--- src/rtl/muldiv_pkg.sv ---
// Shared definitions for the iterative MIPS multiply/divide unit:
// op-codes, FSM state encoding and the fixed completion latency.
package muldiv_pkg;

  localparam int MD_WIDTH   = 32;
  localparam int MD_LATENCY = MD_WIDTH + 2;

  localparam logic [1:0] OP_MULT  = 2'b00;
  localparam logic [1:0] OP_MULTU = 2'b01;
  localparam logic [1:0] OP_DIV   = 2'b10;
  localparam logic [1:0] OP_DIVU  = 2'b11;

  typedef enum logic [1:0] {
    S_IDLE = 2'b00,
    S_PREP = 2'b01,
    S_CALC = 2'b10,
    S_FIN  = 2'b11
  } state_t;

endpackage

--- src/rtl/md_sign_fix.sv ---
// Conditional two's-complement negate; used for operand magnitudes and
// for restoring the sign of results.
module md_sign_fix #(
  parameter int WIDTH = 32
) (
  input  logic [WIDTH-1:0] value,
  input  logic             neg,
  output logic [WIDTH-1:0] fixed
);

  assign fixed = neg ? ((~value) + {{(WIDTH-1){1'b0}}, 1'b1}) : value;

endmodule

--- src/rtl/muldiv_unit.sv ---
// Iterative MULT/MULTU/DIV/DIVU unit: one result bit per cycle, sign handled
// by magnitude conversion before and negation after the core loop.
module muldiv_unit
  import muldiv_pkg::*;
#(
  parameter int WIDTH = 32,
  parameter int CNT_W = 6
) (
  input  logic             clk,
  input  logic             rst,
  input  logic             start,
  input  logic [1:0]       op,
  input  logic [WIDTH-1:0] a,
  input  logic [WIDTH-1:0] b,
  input  logic             cancel,
  output logic             busy,
  output logic             done,
  output logic [WIDTH-1:0] hi_o,
  output logic [WIDTH-1:0] lo_o,
  output logic             hi_we,
  output logic             lo_we
);

  state_t             state, state_next;
  logic [1:0]         op_lat;
  logic [WIDTH-1:0]   a_lat, b_lat, opnd;
  logic [2*WIDTH-1:0] acc, acc_step;
  logic [CNT_W-1:0]   cnt;
  logic               sign_q, sign_r;
  logic [WIDTH-1:0]   hi_hold, lo_hold, res_hi, res_lo;
  logic [WIDTH:0]     mul_sum, div_diff;
  logic               signed_op, div_op, mul_borrow, fire;

  // Slots 0/1: operand magnitudes (PREP); slots 2/3: hi/lo sign restore (FIN)
  logic [WIDTH-1:0]   fix_in  [4];
  logic [WIDTH-1:0]   fix_out [4];
  logic               fix_neg [4];

  for (genvar gi = 0; gi < 4; gi++) begin : g_fix
    md_sign_fix #(.WIDTH(WIDTH)) u_fix (
      .value(fix_in[gi]),
      .neg  (fix_neg[gi]),
      .fixed(fix_out[gi])
    );
  end

  always_comb begin
    signed_op  = !op_lat[0];
    div_op     = op_lat[1];
    fix_in[0]  = a_lat;
    fix_neg[0] = signed_op & a_lat[WIDTH-1];
    fix_in[1]  = b_lat;
    fix_neg[1] = signed_op & b_lat[WIDTH-1];
    fix_in[2]  = acc[2*WIDTH-1:WIDTH];
    fix_neg[2] = div_op ? sign_r : sign_q;
    fix_in[3]  = acc[WIDTH-1:0];
    fix_neg[3] = sign_q;

    // Negating a 2W product: the high half only gets the +1 carry when the low half is zero
    mul_borrow = !div_op && sign_q && (acc[WIDTH-1:0] != '0);
    res_hi     = fix_out[2] - {{(WIDTH-1){1'b0}}, mul_borrow};
    res_lo     = fix_out[3];
    if (div_op && (b_lat == '0)) begin
      res_hi = a_lat;
      res_lo = '1;
    end

    fire  = (state == S_FIN) && !cancel;
    done  = fire;
    hi_we = fire;
    lo_we = fire;
    busy  = (state != S_IDLE);
    hi_o  = fire ? res_hi : hi_hold;
    lo_o  = fire ? res_lo : lo_hold;
  end

  always_comb begin
    mul_sum  = {1'b0, acc[2*WIDTH-1:WIDTH]} + {1'b0, opnd};
    div_diff = acc[2*WIDTH-1:WIDTH-1] - {1'b0, opnd};
    acc_step = acc;
    if (div_op) begin
      if (div_diff[WIDTH]) acc_step = {acc[2*WIDTH-2:0], 1'b0};
      else                 acc_step = {div_diff[WIDTH-1:0], acc[WIDTH-2:0], 1'b1};
    end else begin
      if (acc[0]) acc_step = {mul_sum, acc[WIDTH-1:1]};
      else        acc_step = {1'b0, acc[2*WIDTH-1:1]};
    end
  end

  always_comb begin
    state_next = state;
    case (state)
      S_IDLE: if (start && !cancel) state_next = S_PREP;
      S_PREP: state_next = cancel ? S_IDLE : S_CALC;
      S_CALC: begin
        if (cancel)                   state_next = S_IDLE;
        else if (cnt == CNT_W'(1))    state_next = S_FIN;
      end
      S_FIN:  state_next = S_IDLE;
      default: state_next = S_IDLE;
    endcase
  end

  always_ff @(posedge clk or negedge rst) begin
    if (!rst) begin
      state   <= S_IDLE;
      op_lat  <= '0;
      a_lat   <= '0;
      b_lat   <= '0;
      opnd    <= '0;
      acc     <= '0;
      cnt     <= '0;
      sign_q  <= 1'b0;
      sign_r  <= 1'b0;
      hi_hold <= '0;
      lo_hold <= '0;
    end else begin
      state <= state_next;
      case (state)
        S_IDLE: begin
          if (start && !cancel) begin
            op_lat <= op;
            a_lat  <= a;
            b_lat  <= b;
          end
        end
        S_PREP: begin
          // Multiply: multiplier in low half; divide: dividend in low half
          opnd   <= div_op ? fix_out[1] : fix_out[0];
          acc    <= {{WIDTH{1'b0}}, (div_op ? fix_out[0] : fix_out[1])};
          sign_q <= fix_neg[0] ^ fix_neg[1];
          sign_r <= fix_neg[0];
          cnt    <= CNT_W'(WIDTH);
        end
        S_CALC: begin
          acc <= acc_step;
          cnt <= cnt - CNT_W'(1);
        end
        S_FIN: begin
          if (fire) begin
            hi_hold <= res_hi;
            lo_hold <= res_lo;
          end
        end
        default: ;
      endcase
    end
  end

endmodule
--- config.mk ---
export PLATFORM = sky130hd
export DESIGN_NAME = muldiv_unit
export DESIGN_NICKNAME = d
export VERILOG_FILES = /design/src/rtl/muldiv_pkg.sv /design/src/rtl/md_sign_fix.sv /design/src/rtl/muldiv_unit.sv
export SDC_FILE = /design/constraint.sdc
export NUM_CORES = 1
export LEC_CHECK = 0
export ABC_AREA = 1
export CAP_MARGIN = 5
export CORE_MARGIN = 1
export CORE_UTILIZATION = 60
export CTS_CLUSTER_DIAMETER = 100
export CTS_CLUSTER_SIZE = 25
export DETAILED_ROUTE_END_ITERATION = 16
export PLACE_DENSITY = 0.81
export SLEW_MARGIN = 20
export SYNTH_ARGS = -nofsm -noshare
export SYNTH_HDL_FRONTEND = slang
export SYNTH_SLANG_ARGS = --single-unit
export TNS_END_PERCENT = 1
--- constraint.sdc ---
create_clock -name clk -period 5.4 [get_ports clk]
set_clock_uncertainty 0.05 [all_clocks]
set_input_delay 1.35 -clock clk [delete_from_list [all_inputs] [get_ports clk]]
set_output_delay 1.35 -clock clk [all_outputs]
set_load 0.005 [all_outputs]
==> run_1/io_fan.png <==
Scale: 1.5 px per um.
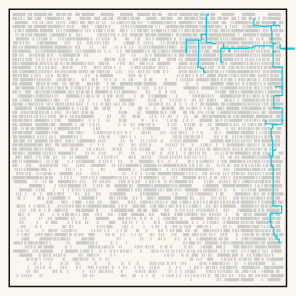
Key: `hi_we` = cyan [bits 1, direction output, edge right, end cells 1, buffers 2, wire 392 um]
count of buffers inserted at the top-level ports: 137
number of top-level pins: 138

==> run_1/wires.png <==
Scale: 1.5 px per um. Only two layers are drawn.
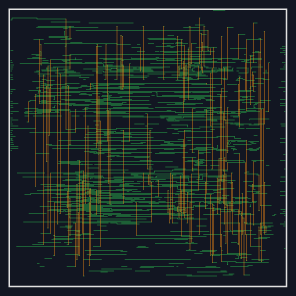
Key: metal 3 = green [wire length 9640 um]; metal 4 = orange [wire length 5290 um]

==> flow_summary_export.csv, run 1 <==
group,metric,value,unit
setup_path,cp_common_cell,"nand2_1",
final_layout,layout.comb_gates.multi_input,2404,
timing,setup-tns-final,-0.2840,ns
synth,post-synth-top-count-cell,"nand2_1",
timing,timing.final.hold_violations,0,
detailed_routing,firstDrtPassIters,10,
setup_path,crit_chain,"inv_2 > ha_4 > nand2_4 > nor3_4 > nand4_1 > nor3_2 > nand4_1 > nor2_2 > a31oi_2 > ha_2 > buf_4 > nand3_2 > nor2_4 > nand3_4 > nor2_1 > nand2_1 > nand2_1 > a31oi_1 > o21ai_1 > nand2_1 > clkdlybuf4s50_1",
synth,count_of_library_flops_with_an_enable_pin,0,
final_layout,seq_share,0.2641,
synth,postSynthAreaPerCell,6.484,um2
synth,synth.cellmix.adderShare,0.04996,
final_layout,inverters_excl_clock,297,
synth,synthTopCellsByArea,"dfrtp_1 (30%), nand2_1 (15%), a21oi_1 (8.1%)",
global_route,groute.layer.met2.usage,0.6874,
detailed_routing,num_vias,22782,
final_layout,postLayoutCellArea,22380,um2
pwr,dominant_power_group,"combinational cells",
timing,timing_worst_slew_pin_value,1.033,ns
setup_path,cp.required,4.00,ns
final_layout,clock_area_frac,0.01996,
final_layout,flop_area,5909,um2
synth,cells_yosys,3059,
clock_tree,htree_levels,1,
detailed_routing,dr.first_iter.drc_count,3223,
place,detailedPlace.worstSlack,-0.03451,ns
floorplanning,die_x,183.8,um
pwr,internal_power,0.006459,W
setup_path,maximum_net_fanout_on_the_critical_path,4,
synth,synthAoiAreaFrac,0.1940,
setup_path,worst_path_max_delay_cell,"clkdlybuf4s50_1",
timing,fin_crit_sh,1.020,
synth,async_sr_flop_fraction,1.000,
synth,synth_flop_count,236,
pwr,peakVddDrop,0.0006772,V
detailed_routing,ant_nets,0,
setup_path,critical_path_buf_inv_count,3,
clock_tree,clockRootBuffer,"clkbuf_16",
global_route,grtUsageTotal,0.4496,
floorplanning,die_h,183.8,um
timing,max_clock_freq,181.6,MHz
synth,top_area_frac,0.2978,
pwr,comb_cell_power,0.0109,W
pwr,power.static_leakage,11.25,nW
global_route,globalRouteMet3Util,0.1127,
timing,period_minus_slack,5.508,ns
pwr,power_per_cell_area,691.9,nW/um2
final_layout,nFillCells,2838,
timing,fin_hold_ws,0.4371,ns
pwr,power_frac_comb,0.704,
synth,ys_sh_mux,0.006245,
timing,rsz0062_at_grt,"yes",
final_layout,antennaDiodeCount,0,
synth,topCombFamilyByArea,"simple AND/OR/NAND/NOR gates",
pwr,sequential_power_share,0.216,
final_layout,final_layout_top_logic_cells,"nand2_1 (778), nor2_1 (355), a21oi_1 (321), inv_1 (277), dfrtp_1 (235)",
detailed_routing,routed_via_density,6.328,
final_layout,area.growth.synth_to_final,12.81,%
setup_path,arrival,4.11,ns
final_layout,largest_register_ff_count,64,
final_layout,layout.non_clock_buffers,202,
final_layout,non_clock_buffer_area_share,0.08511,
pwr,total_power_of_the_final_layout,0.01548,W
synth,synth_cell_types,54,
synth,xor_xnor_cell_area_share_of_the_yosys_netlist,0.04504,
floorplanning,die-area,33790,um2
clock_tree,ctsHoldBuffers,0,
status,violations_in_the_final_reports,"negative setup slack",
timing,setup_viol_count_final,5,
global_route,global_route_wire_length_before_repair,116.9,mm
status,run_status,"finished, violations left",
synth,portion_of_the_post_synthesis_area_used_by_sequential_elements,0.2978,
detailed_routing,m1WireLength,28.88,mm
global_route,number_of_global_route_vias_before_repair,20840,
final_layout,largestClassByArea,"logic gates",
synth,ys_top_cells_by_count,"nand2_1 (785), nor2_1 (359), a21oi_1 (321)",
detailed_routing,detail_route.wirelength,76.83,mm
final_layout,clock_buffer_count,15,
final_layout,seq_cell_count,236,
detailed_routing,number_of_design_rule_violations_left_after_detail_routing,0,
synth,synthCells,3059,
clock_tree,max-clock-path-buffers,3,
timing,report.final.slew_viol_count,0,
clock_tree,postCtsSetupBuffers,16,
final_layout,comb_area_frac,0.5562,
timing,post-route-worst-setup-slack,-0.1080,ns
clock_tree,cts_tree,"built",
pwr,total_switching_power,0.009024,W
final_layout,finalNonFillerCells,3600,
==> run_1/placement.png <==
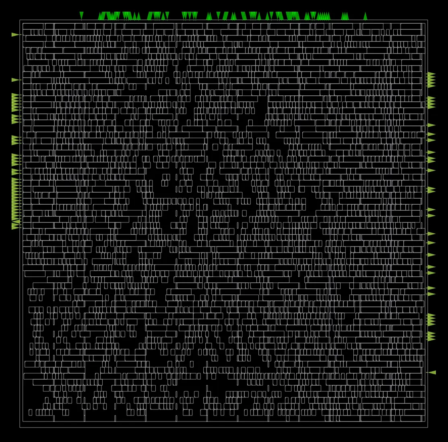
post-layout utilization of the core: 0.6877
Core Footprint: 32540 um2
standard-cell row count: 66
Tapcell Cnt: 442

==> run_1/io_placement.png <==
Scale: 2 px per um. Pins as bars across the die edge, other pins in grey.
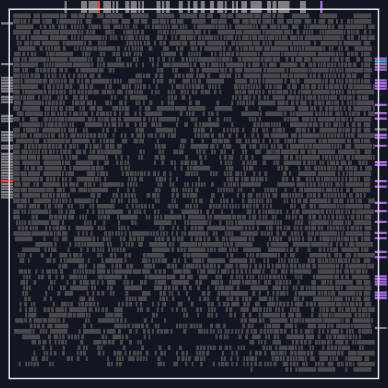
Key: `lo_o` = purple [pins 32, direction output, edge 31 right, 1 top]; `op` = red [pins 2, direction input, edge 1 top, 1 left]; `hi_we` = cyan [pins 1, direction output, edge right]

==> run 1: path summary, 6_finish.rpt <==
kind                                              start                       to  slack [ns]  cells after the start
worst min-delay path            hi_hold[20]$_DFFE_PN0N_  hi_hold[20]$_DFFE_PN0N_        0.44                      2
min in group asynchronous                           rst      acc[12]$_DFFE_PN0P_        0.79                      1
worst min register to register  hi_hold[20]$_DFFE_PN0N_  hi_hold[20]$_DFFE_PN0N_        0.44                      2
worst max register to register      acc[31]$_DFFE_PN0P_      acc[34]$_DFFE_PN0P_        0.73                     19
worst max-delay path                 acc[0]$_DFFE_PN0P_                  hi_o[9]       -0.11                     21
max in group asynchronous                           rst     a_lat[2]$_DFFE_PN0P_        3.43                      2
==> run 2: changes to the inputs <==
--- a/config.mk
+++ b/config.mk
@@ -13,7 +13,7 @@
 export CTS_CLUSTER_SIZE = 25
 export DETAILED_ROUTE_END_ITERATION = 16
 export PLACE_DENSITY = 0.81
-export SLEW_MARGIN = 20
+export SLEW_MARGIN = 10
 export SYNTH_ARGS = -nofsm -noshare
 export SYNTH_HDL_FRONTEND = slang
 export SYNTH_SLANG_ARGS = --single-unit
==> run_2/placement.png <==
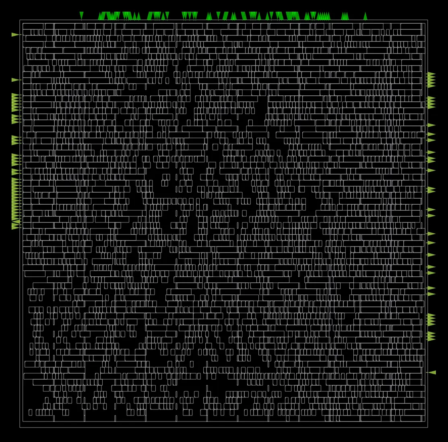
number of filler cells placed in the layout: 2838
post-route insts no fill: 3600
proportion of cell area occupied by registers: 0.2641
count of sequential standard cells: 236

==> run_2/wires.png <==
Scale: 1.5 px per um. Only two layers are drawn.
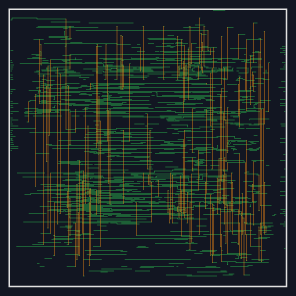
Key: metal 3 = green [wire length 9640 um]; metal 4 = orange [wire length 5290 um]
number of vias after detailed routing: 22782
wire length after detailed routing: 76.83 mm
Wirelength per Cell: 21.34 um

==> run 2 against run 1 <==
The run still ends with negative setup slack left. Core utilization unchanged. Critical path depth stayed put. Cell count unchanged. Synthesized cell count unchanged. Count of clock-buffer cells in the layout did not move. Sequential power barely moved.
==> flow_summary_export.csv, run 2 <==
group,metric,value,unit
status,run_status,"finished, violations left",
status,violations_in_the_final_reports,"negative setup slack",
pwr,sequential_power_share,0.216,
final_layout,non_clock_buffer_area_share,0.08511,
final_layout,layout.non_clock_buffers,202,
place,port-buffer-count,137,
global_route,globalRouteMet3Util,0.1127,
pwr,peakVddDrop,0.0006772,V
hold_path,whs_endpoint,"hi_hold[20]$_DFFE_PN0N_",
timing,fin_hold_ws,0.4371,ns
setup_path,critPathCapture,"hi_o[9]",
setup_path,regToRegEndpoint,"acc[34]$_DFFE_PN0P_",
pwr,comb_cell_power,0.0109,W
timing,period_minus_slack,5.508,ns
final_layout,largestClassByArea,"logic gates",
global_route,grtUsageTotal,0.4496,
global_route,number_of_global_route_vias_before_repair,20840,
pwr,power_per_cell_area,691.9,nW/um2
final_layout,antennaDiodeCount,0,
synth,count_of_library_flops_with_an_enable_pin,0,
setup_path,arrival,4.11,ns
hold_path,hold_path_depth,2,
synth,async_sr_flop_fraction,1.000,
final_layout,comb_area_frac,0.5562,
clock_tree,htree_levels,1,
clock_tree,cts_tree,"built",
final_layout,postLayoutCoreUtil,0.6877,
final_layout,final_layout_top_logic_cells,"nand2_1 (778), nor2_1 (355), a21oi_1 (321), inv_1 (277), dfrtp_1 (235)",
clock_tree,max-clock-path-buffers,3,
timing,rsz0062_at_grt,"yes",
detailed_routing,firstDrtPassIters,10,
setup_path,setup.worst_path.start,"acc[0]$_DFFE_PN0P_",
synth,topCombFamilyByArea,"simple AND/OR/NAND/NOR gates",
synth,synthAoiAreaFrac,0.1940,
setup_path,r2r_cells,19,
final_layout,largest_register_ff_count,64,
timing,fin_crit_sh,1.020,
synth,synth_cell_types,54,
synth,xor_xnor_cell_area_share_of_the_yosys_netlist,0.04504,
timing,setup_viol_count_final,5,
final_layout,postLayoutCellArea,22380,um2
timing,report.final.slew_viol_count,0,
detailed_routing,ant_nets,0,
floorplanning,coreArea,32540,um2
pwr,total_power_of_the_final_layout,0.01548,W
setup_path,maximum_net_fanout_on_the_critical_path,4,
synth,top_area_frac,0.2978,
detailed_routing,dr.first_iter.drc_count,3223,
synth,synthCells,3059,
hold_path,source_of_the_worst_hold_timing_path,"hi_hold[20]$_DFFE_PN0N_",
place,detailedPlace.worstSlack,-0.03451,ns
synth,postSynthAreaPerCell,6.484,um2
final_layout,inverters_excl_clock,297,
clock_tree,clockRootBuffer,"clkbuf_16",
timing,post-route-worst-setup-slack,-0.1080,ns
timing,timing_worst_slew_pin_value,1.033,ns
detailed_routing,m1WireLength,28.88,mm
pwr,internal_power,0.006459,W
synth,synth.cellmix.adderShare,0.04996,
synth,synthTopCellsByArea,"dfrtp_1 (30%), nand2_1 (15%), a21oi_1 (8.1%)",
detailed_routing,number_of_design_rule_violations_left_after_detail_routing,0,
pwr,power.static_leakage,11.25,nW
floorplanning,boundaryPins,138,
clock_tree,ctsHoldBuffers,0,
final_layout,area.growth.synth_to_final,12.81,%
timing,max_clock_freq,181.6,MHz
final_layout,clock_area_frac,0.01996,
floorplanning,die_x,183.8,um
timing,setup-tns-final,-0.2840,ns
detailed_routing,routed_via_density,6.328,
final_layout,clock_buffer_count,15,
## run 2: cell counts after synthesis
Identical to the previous run, type by type.
## run 2: worst max-delay path: stages (launching register included)
cell and delay [ns]:
dfrtp_1 0.41, inv_2 0.10, ha_4 0.16, nand2_4 0.06
nor3_4 0.19, nand4_1 0.15, nor3_2 0.20, nand4_1 0.24
nor2_2 0.19, a31oi_2 0.12, ha_2 0.20, buf_4 0.13
nand3_2 0.08, nor2_4 0.06, nand3_4 0.12, nor2_1 0.06
nand2_1 0.10, nand2_1 0.07, a31oi_1 0.18, o21ai_1 0.16
nand2_1 0.10, clkdlybuf4s50_1 0.51
Power figures rest on the tool's default switching activity, not on a simulated workload.
